<file path="src/rtl/decode_stage.sv">
// LoongArch32 decode stage: combinational decode feeding a single registered
// bundle, with a load-use interlock and valid/ready handshakes on both sides.
module decode_stage #(
    parameter int unsigned RF_W      = 10,
    parameter int unsigned STALL_CYC = 1
) (
    input  logic            clk,
    input  logic            rst,
    input  logic            flush,
    input  logic            in_valid,
    output logic            in_ready,
    input  logic [31:0]     inst,
    output logic            out_valid,
    input  logic            out_ready,
    output logic [RF_W-1:0] rf_addr1,
    output logic [RF_W-1:0] rf_addr2,
    output logic [RF_W-1:0] rf_rd,
    output logic            rf_we,
    output logic            mem_we,
    output logic            wb_sel,
    output logic [31:0]     imm,
    output logic [11:0]     alu_op,
    output logic [1:0]      alu_src1_sel,
    output logic [1:0]      alu_src2_sel,
    output logic [1:0]      br_type,
    output logic            illegal
);
    typedef enum logic [3:0] {
        OP_ILL, OP_ADD, OP_SUB, OP_AND, OP_OR, OP_ADDI, OP_LD, OP_ST,
        OP_LU12I, OP_B, OP_BEQ, OP_BNE
    } op_e;

    typedef struct packed {
        logic [4:0]  addr1;
        logic [4:0]  addr2;
        logic [4:0]  rd;
        logic        rf_we;
        logic        mem_we;
        logic        wb_sel;
        logic [31:0] imm;
        logic [11:0] alu_op;
        logic [1:0]  src1_sel;
        logic [1:0]  src2_sel;
        logic [1:0]  br_type;
        logic        illegal;
    } bundle_t;

    // The hazard cycle is itself the first blocked cycle, so the counter
    // only covers the remaining STALL_CYC-1 cycles.
    localparam logic [2:0] STALL_LOAD = 3'(STALL_CYC - 1);

    op_e        op;
    bundle_t    bundle_d, bundle_q;
    logic       out_valid_q, last_ld_q;
    logic [4:0] ld_rd_q;
    logic [2:0] stall_q;
    logic       hazard, xfer, backpressure;

    always_comb begin
        if      (inst[31:15] == 17'h00020) op = OP_ADD;
        else if (inst[31:15] == 17'h00022) op = OP_SUB;
        else if (inst[31:15] == 17'h00029) op = OP_AND;
        else if (inst[31:15] == 17'h0002A) op = OP_OR;
        else if (inst[31:22] == 10'h00A)   op = OP_ADDI;
        else if (inst[31:22] == 10'h0A2)   op = OP_LD;
        else if (inst[31:22] == 10'h0A6)   op = OP_ST;
        else if (inst[31:25] == 7'h0A)     op = OP_LU12I;
        else if (inst[31:26] == 6'h14)     op = OP_B;
        else if (inst[31:26] == 6'h16)     op = OP_BEQ;
        else if (inst[31:26] == 6'h17)     op = OP_BNE;
        else                               op = OP_ILL;
    end

    always_comb begin
        bundle_d = '0;
        case (op)
            OP_ADD, OP_SUB, OP_AND, OP_OR: begin
                bundle_d.addr1    = inst[9:5];
                bundle_d.addr2    = inst[14:10];
                bundle_d.rd       = inst[4:0];
                bundle_d.rf_we    = 1'b1;
                bundle_d.wb_sel   = 1'b1;
                bundle_d.src1_sel = 2'b01;
                bundle_d.src2_sel = 2'b01;
                bundle_d.alu_op[0] = (op == OP_ADD);
                bundle_d.alu_op[1] = (op == OP_SUB);
                bundle_d.alu_op[2] = (op == OP_AND);
                bundle_d.alu_op[3] = (op == OP_OR);
            end
            OP_ADDI, OP_LD, OP_ST: begin
                bundle_d.addr1     = inst[9:5];
                bundle_d.imm       = {{20{inst[21]}}, inst[21:10]};
                bundle_d.alu_op[0] = 1'b1;
                bundle_d.src1_sel  = 2'b01;
                if (op == OP_ST) begin
                    bundle_d.addr2  = inst[4:0];
                    bundle_d.mem_we = 1'b1;
                end else begin
                    bundle_d.rd     = inst[4:0];
                    bundle_d.rf_we  = 1'b1;
                    bundle_d.wb_sel = (op == OP_ADDI);
                end
            end
            OP_LU12I: begin
                bundle_d.rd        = inst[4:0];
                bundle_d.imm       = {inst[24:5], 12'h000};
                bundle_d.rf_we     = 1'b1;
                bundle_d.wb_sel    = 1'b1;
                bundle_d.alu_op[0] = 1'b1;
                bundle_d.src1_sel  = 2'b11;
            end
            OP_BEQ, OP_BNE: begin
                bundle_d.addr1     = inst[9:5];
                bundle_d.addr2     = inst[4:0];
                bundle_d.imm       = {{14{inst[25]}}, inst[25:10], 2'b00};
                bundle_d.alu_op[1] = 1'b1;
                bundle_d.src1_sel  = 2'b01;
                bundle_d.src2_sel  = 2'b01;
                bundle_d.br_type   = (op == OP_BEQ) ? 2'b10 : 2'b01;
            end
            OP_B: begin
                bundle_d.imm     = {{4{inst[9]}}, inst[9:0], inst[25:10], 2'b00};
                bundle_d.br_type = 2'b11;
            end
            default: bundle_d.illegal = 1'b1;
        endcase
    end

    // Unused source fields decode to 0 and ld_rd_q is never 0, so r0 never matches.
    assign hazard = in_valid && last_ld_q && (stall_q == 3'd0) &&
                    ((bundle_d.addr1 == ld_rd_q) || (bundle_d.addr2 == ld_rd_q));
    assign backpressure = out_valid_q && !out_ready;
    assign in_ready = !flush && (stall_q == 3'd0) && !hazard && !backpressure;
    assign xfer     = in_valid && in_ready;

    always_ff @(posedge clk or posedge rst) begin
        if (rst) begin
            bundle_q    <= '0;
            out_valid_q <= 1'b0;
            last_ld_q   <= 1'b0;
            ld_rd_q     <= '0;
            stall_q     <= '0;
        end else if (flush) begin
            out_valid_q <= 1'b0;
            last_ld_q   <= 1'b0;
            stall_q     <= '0;
        end else begin
            if (xfer) begin
                bundle_q    <= bundle_d;
                out_valid_q <= 1'b1;
                last_ld_q   <= (op == OP_LD) && (inst[4:0] != 5'd0);
                ld_rd_q     <= inst[4:0];
            end else if (out_ready) begin
                out_valid_q <= 1'b0;
            end
            if (hazard) begin
                stall_q   <= STALL_LOAD;
                last_ld_q <= 1'b0;
            end else if ((stall_q != 3'd0) && !backpressure) begin
                stall_q <= stall_q - 3'd1;
            end
        end
    end

    assign out_valid    = out_valid_q;
    assign rf_addr1     = RF_W'(bundle_q.addr1);
    assign rf_addr2     = RF_W'(bundle_q.addr2);
    assign rf_rd        = RF_W'(bundle_q.rd);
    assign rf_we        = bundle_q.rf_we;
    assign mem_we       = bundle_q.mem_we;
    assign wb_sel       = bundle_q.wb_sel;
    assign imm          = bundle_q.imm;
    assign alu_op       = bundle_q.alu_op;
    assign alu_src1_sel = bundle_q.src1_sel;
    assign alu_src2_sel = bundle_q.src2_sel;
    assign br_type      = bundle_q.br_type;
    assign illegal      = bundle_q.illegal;
endmodule

</file>
<file path="config.mk">
export PLATFORM = sky130hd
export DESIGN_NAME = decode_stage
export DESIGN_NICKNAME = d
export VERILOG_FILES = /design/src/rtl/decode_stage.sv
export SDC_FILE = /design/constraint.sdc
export NUM_CORES = 1
export LEC_CHECK = 0
export CAP_MARGIN = 25
export CORE_UTILIZATION = 40
export DETAILED_ROUTE_END_ITERATION = 7
export GPL_ROUTABILITY_DRIVEN = 0
export GPL_TIMING_DRIVEN = 0
export PLACE_DENSITY = 0.69
export SLEW_MARGIN = 20
export SYNTH_ARGS = -nofsm -noshare
export SYNTH_HDL_FRONTEND = slang
export SYNTH_SLANG_ARGS = --single-unit
</file>
<file path="constraint.sdc">
create_clock -name clk -period 4.45 [get_ports clk]
set_input_delay 0.89 -clock clk [delete_from_list [all_inputs] [get_ports clk]]
set_output_delay 0.89 -clock clk [all_outputs]
set_load 0.05 [all_outputs]
</file>
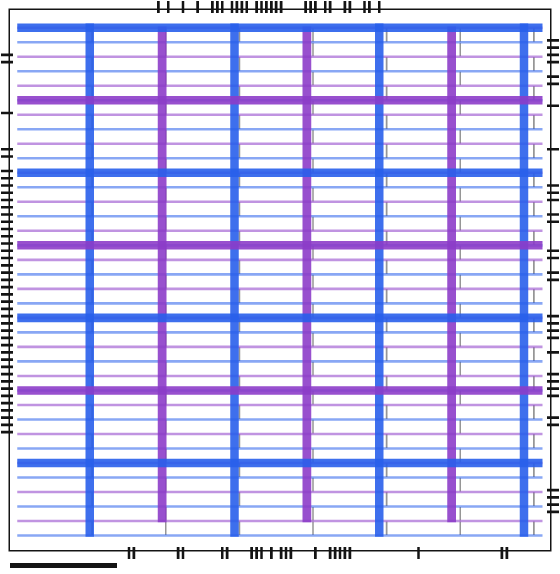
**Above:** power grid.
Scale bar: 20 um. Pins as bars on the die edge. Tap cells in grey.
legend:
  VSS:
    colour: blue
  VDD:
    colour: purple
met5 straps: 7
tap cells: 129
met4 straps: 7
met1 rails: 36
core area: 9370 um^2
Peak VDD IR: 0.218 mV
die height: 101 um
Die X: 101 um

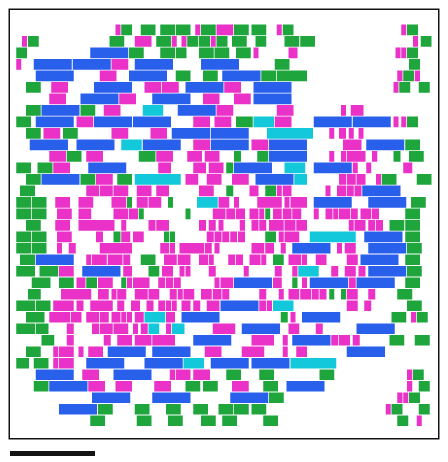
**Above:** placed cells, one colour a class.
Scale bar: 20 um.
legend:
  flip-flops:
    colour: blue
    cells: 70
    share_of_their_area: 32%
  clock drivers and dummy loads:
    colour: cyan
    cells: 16
    share_of_their_area: 5.0%
  all other logic:
    colour: magenta
    cells: 289
    share_of_their_area: 38%
  other buffers and delay cells:
    colour: green
    cells: 147
    share_of_their_area: 24%
num rows: 35
post-route cell area: 5560 um^2
fraction of area in registers: 31.5%

==> reports/metrics.yaml <==
power_leader: "combinational logic"
post_cts_resize_count: 18
postSynthSeqShare_pct: 44.5
ys_ff: 70
crit_end: "in_ready"
nets: 556
ys_sh_mux_pct: 14.2
cap_violations: 0
grt_first_pass_wirelength_mm: 17.9
seqPwrFrac_pct: 34.4
min_period_ps: 4330
wl_met1_mm: 4.80
rsz0062_at_grt: "false"
crit_top_cell: "buf_4"
layout.area.comb_um2: 1990
synth_chip_area_um2: 3940
ys_dominant_reg_cell: "dfrtp_1"
nClkBuffers: 9
gr-total-overflow: 0
pin_count: 123
via_per_inst: 5.47
wl_met3_um: 900
grt_max_degree: 38
post-route-util_pct: 59.3
place.port_buffers: 98
setup_slack_ps: 121
drt-initial-drc-count: 316
r2r_start: "ld_rd_q[0]"
status: "complete, no violations"
tns_ps: 0
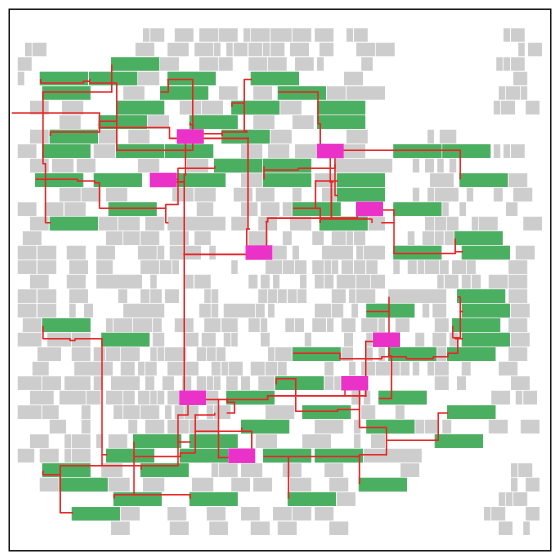
**Above:** clock network drawn from the DEF.
legend:
  clock wires:
    colour: red
    length: 922 um
  cells driving clock nets:
    colour: magenta
    count: 9
  flip-flops:
    colour: green
    count: 70
flops lie: all over the die
Latency at later pin: 360 ps
Clock power frac: 30.4%
clk_skew: 11.4 ps
Power Clock: 0.690 mW

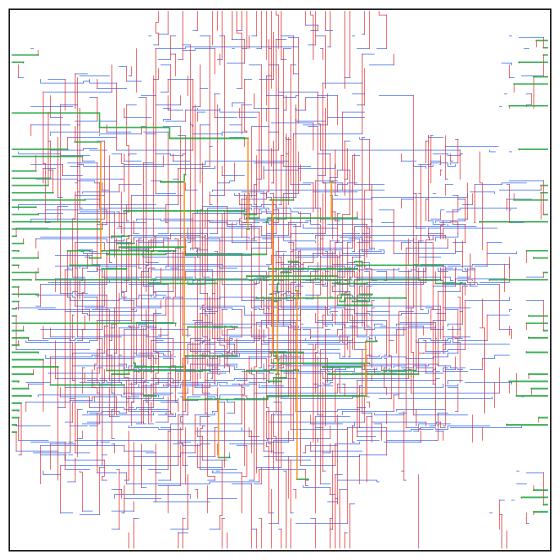
**Above:** wiring by layer.
legend:
  met4:
    colour: orange
    wire_length: 185 um
  met1:
    colour: blue
    wire_length: 4,800 um
  met2:
    colour: red
    wire_length: 5,460 um
  met3:
    colour: green
    wire_length: 900 um
total global-route track usage: 23.4%
final WL: 11.3 mm
DR WL/cell: 17.4 um
via count: 3,559

[synthesized netlist by cell type, types with 6 or more instances]
cell type / number
dfrtp_1: 70
mux2_2: 39
o21ai_0: 28
buf_4: 25
nand2_1: 25
inv_1: 18
a221o_1: 15
nor2_1: 14
o31ai_1: 14
a21oi_1: 12
clkbuf_1: 12
a22o_1: 9
nor3_1: 9
nand3_1: 7
buf_2: 6
mux2i_1: 6
[kinds of logic after synthesis]
| group | after synthesis |
|---|---|
| other | 1 |
| XOR/XNOR | 2 |
| AND/OR/NAND/NOR | 95 |
| buffers and inverters | 64 |
| multiplexers | 49 |
| AND-OR/OR-AND | 99 |
| flip-flops | 70 |
| adder cells (fa/ha/maj) | 2 |
[state kept, by name, summed over array words and instances (netlist names)]
name,flops
mem_we,1
alu_op,4
alu_src2_sel,1
rf_rd,5
illegal,1
br_type,2
last_ld_q,1
alu_src1_sel,2
out_valid,1
rf_addr2,5
stall_q,3
wb_sel,1
ld_rd_q,5
rf_we,1
imm,32
rf_addr1,5
[layout by cell type (no fill, tap or decap), types with 10 or more instances in the layout]
cell type,synthesis,final
a21oi_1,12,12
a221o_1,15,15
buf_4,25,29
clkbuf_1,12,10
clkdlybuf4s50_1,0,86
conb_1,1,24
dfrtp_1,70,70
inv_1,18,17
mux2_2,39,39
nand2_1,25,25
nor2_1,14,14
o21ai_0,28,28
o31ai_1,14,14
[critical path: cells and delay by family]
| kind | cells | cell delay [ps] |
|---|---|---|
| AOI/OAI and AO/OA | 4 | 920 |
| xor gates and xnor gates | 1 | 130 |
| buffers and inverters | 4 | 1190 |
| and+or+nand+nor | 2 | 290 |
Power figures rest on the tool's default switching activity, not on a simulated workload.
